### Congestion heat map

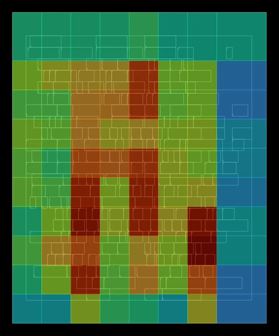
### Gate families picked out

Drawn at 4 px/um.
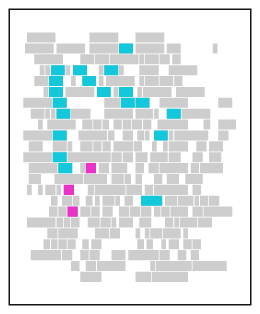
### Sequential cells coloured by netlist name

Drawn at 6 px/um. Other sequential cells in the stronger grey, the rest of the logic in the fainter grey.
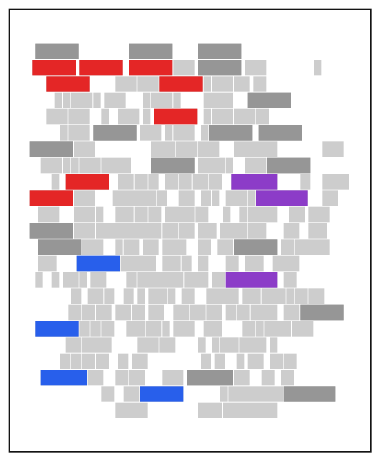
[src/rtl/uart_rx_core.sv]
// uart_rx_core: CE-gated UART receiver with optional parity, 1/2 stop bits and break recovery.
// Define UART_RX_OVERRUN_EN for a data-ready VALID level with RD_ACK/OVERRUN handshake.
module uart_rx_core #(
  parameter int CLK_PER_BIT = 16,
  parameter int DATA_BITS   = 8,
  parameter int PARITY_MODE = 0,
  parameter int STOP_BITS   = 1
) (
  input  logic                 CLK,
  input  logic                 CLR,
  input  logic                 CE,
  input  logic                 DI,
`ifdef UART_RX_OVERRUN_EN
  input  logic                 RD_ACK,
  output logic                 OVERRUN,
`endif
  output logic [DATA_BITS-1:0] DATA_OUT,
  output logic                 VALID,
  output logic                 PARITY_ERR,
  output logic                 FRAME_ERR,
  output logic                 BUSY,
  output logic [2:0]           STATUS
);
  localparam int TICK_W = $clog2(CLK_PER_BIT);
  localparam int BIT_W  = $clog2(DATA_BITS + 1);
  localparam logic [TICK_W-1:0] TICK_MID  = TICK_W'(CLK_PER_BIT / 2 - 1);
  localparam logic [TICK_W-1:0] TICK_LAST = TICK_W'(CLK_PER_BIT - 1);
  localparam logic [BIT_W-1:0]  BIT_LAST  = BIT_W'(DATA_BITS - 1);
  localparam logic [BIT_W-1:0]  STOP_LAST = BIT_W'(STOP_BITS - 1);

  typedef enum logic [2:0] {
    S_IDLE   = 3'd0,
    S_START  = 3'd1,
    S_READ   = 3'd2,
    S_PARITY = 3'd3,
    S_STOP   = 3'd4,
    S_BREAK  = 3'd5
  } state_t;

  function automatic logic f_parity_err(input logic sample, input logic [DATA_BITS-1:0] data);
    logic x;
    x = sample ^ (^data);
    case (PARITY_MODE)
      1:       f_parity_err = x;
      2:       f_parity_err = ~x;
      default: f_parity_err = 1'b0;
    endcase
  endfunction

  state_t                r_state;
  logic                  r_sync1, r_sync2;
  logic [TICK_W-1:0]     r_tick;
  logic [BIT_W-1:0]      r_bit;
  logic [DATA_BITS-1:0]  r_shift;
  logic [DATA_BITS-1:0]  r_data;
  logic                  r_perr_lat, r_ferr_lat;
  logic                  r_valid, r_perr, r_ferr;
`ifdef UART_RX_OVERRUN_EN
  logic                  r_ovr;
`endif
  logic                  w_di, w_tick_last, w_done;

  // Two-flop synchroniser, free-running on CLK
  always_ff @(posedge CLK) begin
    if (CLR) begin
      r_sync1 <= 1'b1;
      r_sync2 <= 1'b1;
    end else begin
      r_sync1 <= DI;
      r_sync2 <= r_sync1;
    end
  end

  assign w_di        = r_sync2;
  assign w_tick_last = (r_tick == TICK_LAST);
  assign w_done      = CE && (r_state == S_STOP) && w_tick_last && (r_bit == STOP_LAST);

  always_ff @(posedge CLK) begin
    if (CLR) begin
      r_state    <= S_IDLE;
      r_tick     <= '0;
      r_bit      <= '0;
      r_shift    <= '0;
      r_data     <= '0;
      r_perr_lat <= 1'b0;
      r_ferr_lat <= 1'b0;
      r_valid    <= 1'b0;
      r_perr     <= 1'b0;
      r_ferr     <= 1'b0;
`ifdef UART_RX_OVERRUN_EN
      r_ovr      <= 1'b0;
`endif
    end else begin
`ifdef UART_RX_OVERRUN_EN
      if (w_done) begin
        r_valid <= 1'b1;
        r_ovr   <= r_valid & ~RD_ACK;
      end else if (RD_ACK) begin
        r_valid <= 1'b0;
        r_ovr   <= 1'b0;
      end
`else
      r_valid <= w_done;
`endif
      // The final stop sample is folded in directly since the latch has not caught it yet
      if (w_done) begin
        r_data <= r_shift;
        r_perr <= r_perr_lat;
        r_ferr <= r_ferr_lat | ~w_di;
      end
      if (CE) begin
        case (r_state)
          S_IDLE: begin
            if (!w_di) begin
              r_state <= S_START;
              r_tick  <= '0;
            end
          end
          S_START: begin
            if (r_tick == TICK_MID) begin
              r_tick <= '0;
              if (w_di) begin
                r_state <= S_IDLE;
              end else begin
                r_state    <= S_READ;
                r_bit      <= '0;
                r_perr_lat <= 1'b0;
                r_ferr_lat <= 1'b0;
              end
            end else begin
              r_tick <= r_tick + 1'b1;
            end
          end
          S_READ: begin
            if (w_tick_last) begin
              r_tick  <= '0;
              r_shift <= {w_di, r_shift[DATA_BITS-1:1]};
              if (r_bit == BIT_LAST) begin
                r_bit   <= '0;
                r_state <= (PARITY_MODE != 0) ? S_PARITY : S_STOP;
              end else begin
                r_bit <= r_bit + 1'b1;
              end
            end else begin
              r_tick <= r_tick + 1'b1;
            end
          end
          S_PARITY: begin
            if (w_tick_last) begin
              r_tick     <= '0;
              r_perr_lat <= f_parity_err(w_di, r_shift);
              r_state    <= S_STOP;
            end else begin
              r_tick <= r_tick + 1'b1;
            end
          end
          S_STOP: begin
            if (w_tick_last) begin
              r_tick <= '0;
              if (r_bit == STOP_LAST) begin
                r_bit   <= '0;
                r_state <= (r_ferr_lat | ~w_di) ? S_BREAK : S_IDLE;
              end else begin
                r_bit <= r_bit + 1'b1;
                if (!w_di) r_ferr_lat <= 1'b1;
              end
            end else begin
              r_tick <= r_tick + 1'b1;
            end
          end
          S_BREAK: begin
            if (w_di) r_state <= S_IDLE;
          end
          default: begin
            r_state <= S_IDLE;
            r_tick  <= '0;
            r_bit   <= '0;
          end
        endcase
      end
    end
  end

  assign DATA_OUT   = r_data;
  assign VALID      = r_valid;
  assign PARITY_ERR = r_perr;
  assign FRAME_ERR  = r_ferr;
  assign BUSY       = (r_state != S_IDLE);
  assign STATUS     = r_state;
`ifdef UART_RX_OVERRUN_EN
  assign OVERRUN    = r_ovr;
`endif
endmodule
[config.mk]
export PLATFORM = sky130hd
export DESIGN_NAME = uart_rx_core
export DESIGN_NICKNAME = d
export VERILOG_FILES = /design/src/rtl/uart_rx_core.sv
export SDC_FILE = /design/constraint.sdc
export NUM_CORES = 1
export LEC_CHECK = 0
export ABC_CLOCK_PERIOD_IN_PS = 1800
export CAP_MARGIN = 20
export CORE_ASPECT_RATIO = 1.25
export CORE_MARGIN = 3
export CORE_UTILIZATION = 45
export DETAILED_ROUTE_END_ITERATION = 16
export PLACE_DENSITY = 0.71
export SLEW_MARGIN = 10
export SYNTH_ARGS = -nofsm -noshare
export SYNTH_HDL_FRONTEND = slang
export SYNTH_SLANG_ARGS = --single-unit
[constraint.sdc]
create_clock -name CLK -period 1.8 [get_ports CLK]
set_input_delay 0.36 -clock CLK [delete_from_list [all_inputs] [get_ports CLK]]
set_output_delay 0.36 -clock CLK [all_outputs]
set_load 0.02 [all_outputs]
==> flow_summary.yaml <==
# synthesis and place-and-route metrics
finish:
  postLayoutCellArea_mm2: 0.002217
  lay_top_cells: "dfxtp_1, nor2_1, buf_4"
clock_tree:
  holdBufCountCts: 0
  insertion_delay_ps: 290
  cts_tree: "done"
floorplanning:
  rows: 23
  io_pins: 19
  fp_util: 0.4918
  core_area_mm2: 0.003338
  dieHeight_um: 73.53
synth:
  ys.flop_type: "dfxtp_1"
  synth_seq_share: 0.3902
  syn_avg_cell_area_um2: 8.970
  ys.flops: 32
  fp_nets: 190
  synth_area_mm2: 0.001642
  ys_chip_area_mm2: 0.001642
  ys_sh_mux: 0.1189
min_path:
  min_from: "r_sync1$_SDFF_PP1_"
  holdCritPathClass: "flip-flop to flip-flop"
pwr:
  pg_clk_mw: 0.682
  ir_drop_mv: 0.6756
  pg_comb_mw: 0.107
  clock_power_share: 0.453
sta:
  holdWs_ps: 418.4
  tns_ps: 0
  finalCritPeriodShare: 0.9857
  slew_violations: 0
  fin_ws_ps: 25.70
  min_period_ps: 1774
drt:
  viasPerCell: 5.764
  initialDrtViolationCount: 42
  first_pass_iters: 4
setup_path:
  cp.required_ps: 1980
  cp.arrival_ps: 1960
  cp.depth: 5
  critPathMaxStageDelay_ps: 490
  rr_worst_depth: 5
  end_kind: "flip-flop"
  crit_chain: "buf_12 > and4bb_1 > nor4_1 > or4_4 > mux2_4"
global_route:
  grt_max_degree: 13
  grt_pass1_wl_um: 6520
  grt_pass1_vias: 1472
  antenna_found_initial: 0
  grt_overflow: 0
status:
  status: "completed"
place:
  dp.cells: 244
Back to the opening pictures, 'Congestion heat map':
met1 usage: 0.2302
M2 GR Usage: 0.3317
Routed wire per std cell: 15.35 um
gr busiest metal: met2

Back to the opening pictures, 'Gate families picked out':
family	colour	cells	most used
multiplexers	cyan	19	mux2i_1
AND-OR and OR-AND gates	magenta	3	o21a_1

Back to the opening pictures, 'Sequential cells coloured by netlist name':
name in the netlist	colour	sequential cells
`r_shift`	red	8
`r_tick`	blue	4
`STATUS`	purple	3
not coloured	17
FF+latch area: 655.6 um^2
Final Core Density: 0.6642
Seq power: 0.717 mW

## synth_stat cells, types with 2 or more instances
| cell | count | area (um^2) |
|---|---|---|
| a21oi_1 | 6 | 30.03 |
| and3_1 | 2 | 12.51 |
| and4bb_1 | 2 | 25.02 |
| buf_2 | 2 | 10.01 |
| buf_4 | 3 | 22.52 |
| clkbuf_1 | 6 | 22.52 |
| dfxtp_1 | 32 | 640.6 |
| ha_1 | 3 | 37.54 |
| inv_1 | 6 | 22.52 |
| mux2i_1 | 18 | 180.2 |
| nand2_1 | 7 | 26.28 |
| nand2b_1 | 4 | 25.02 |
| nand3_1 | 3 | 15.01 |
| nand4_1 | 5 | 31.28 |
| nor2_1 | 22 | 82.58 |
| nor2b_1 | 8 | 50.05 |
| nor3_1 | 5 | 25.02 |
| nor4_1 | 4 | 25.02 |
| o211ai_1 | 3 | 22.52 |
| o21a_1 | 2 | 15.01 |
| o21ai_0 | 5 | 25.02 |
| o311ai_0 | 3 | 26.28 |
| o31ai_1 | 5 | 37.54 |
| or2_2 | 2 | 12.51 |
| or3_1 | 3 | 18.77 |
| or3b_1 | 2 | 17.52 |
## routing by layer
metal | track usage | part of all wire
met1 | 0.2302 | 0.43
met4 | 0.07389 | 0.023
met3 | 0.05097 | 0.033
met5 | 0 | 0
met2 | 0.3317 | 0.51
## final cells by class
cell class | count | area (um^2) | share of cell area
Multi-Input combinational cell | 132 | 991.0 | 0.4470
Sequential cell | 32 | 655.6 | 0.2957
Timing Repair Buffer | 43 | 391.6 | 0.1766
Clock buffer | 6 | 72.57 | 0.03273
Tap cell | 37 | 46.29 | 0.02088
Clock inverter | 2 | 35.03 | 0.01580
Inverter | 6 | 25.02 | 0.01129
Power figures rest on the tool's default switching activity, not on a simulated workload.
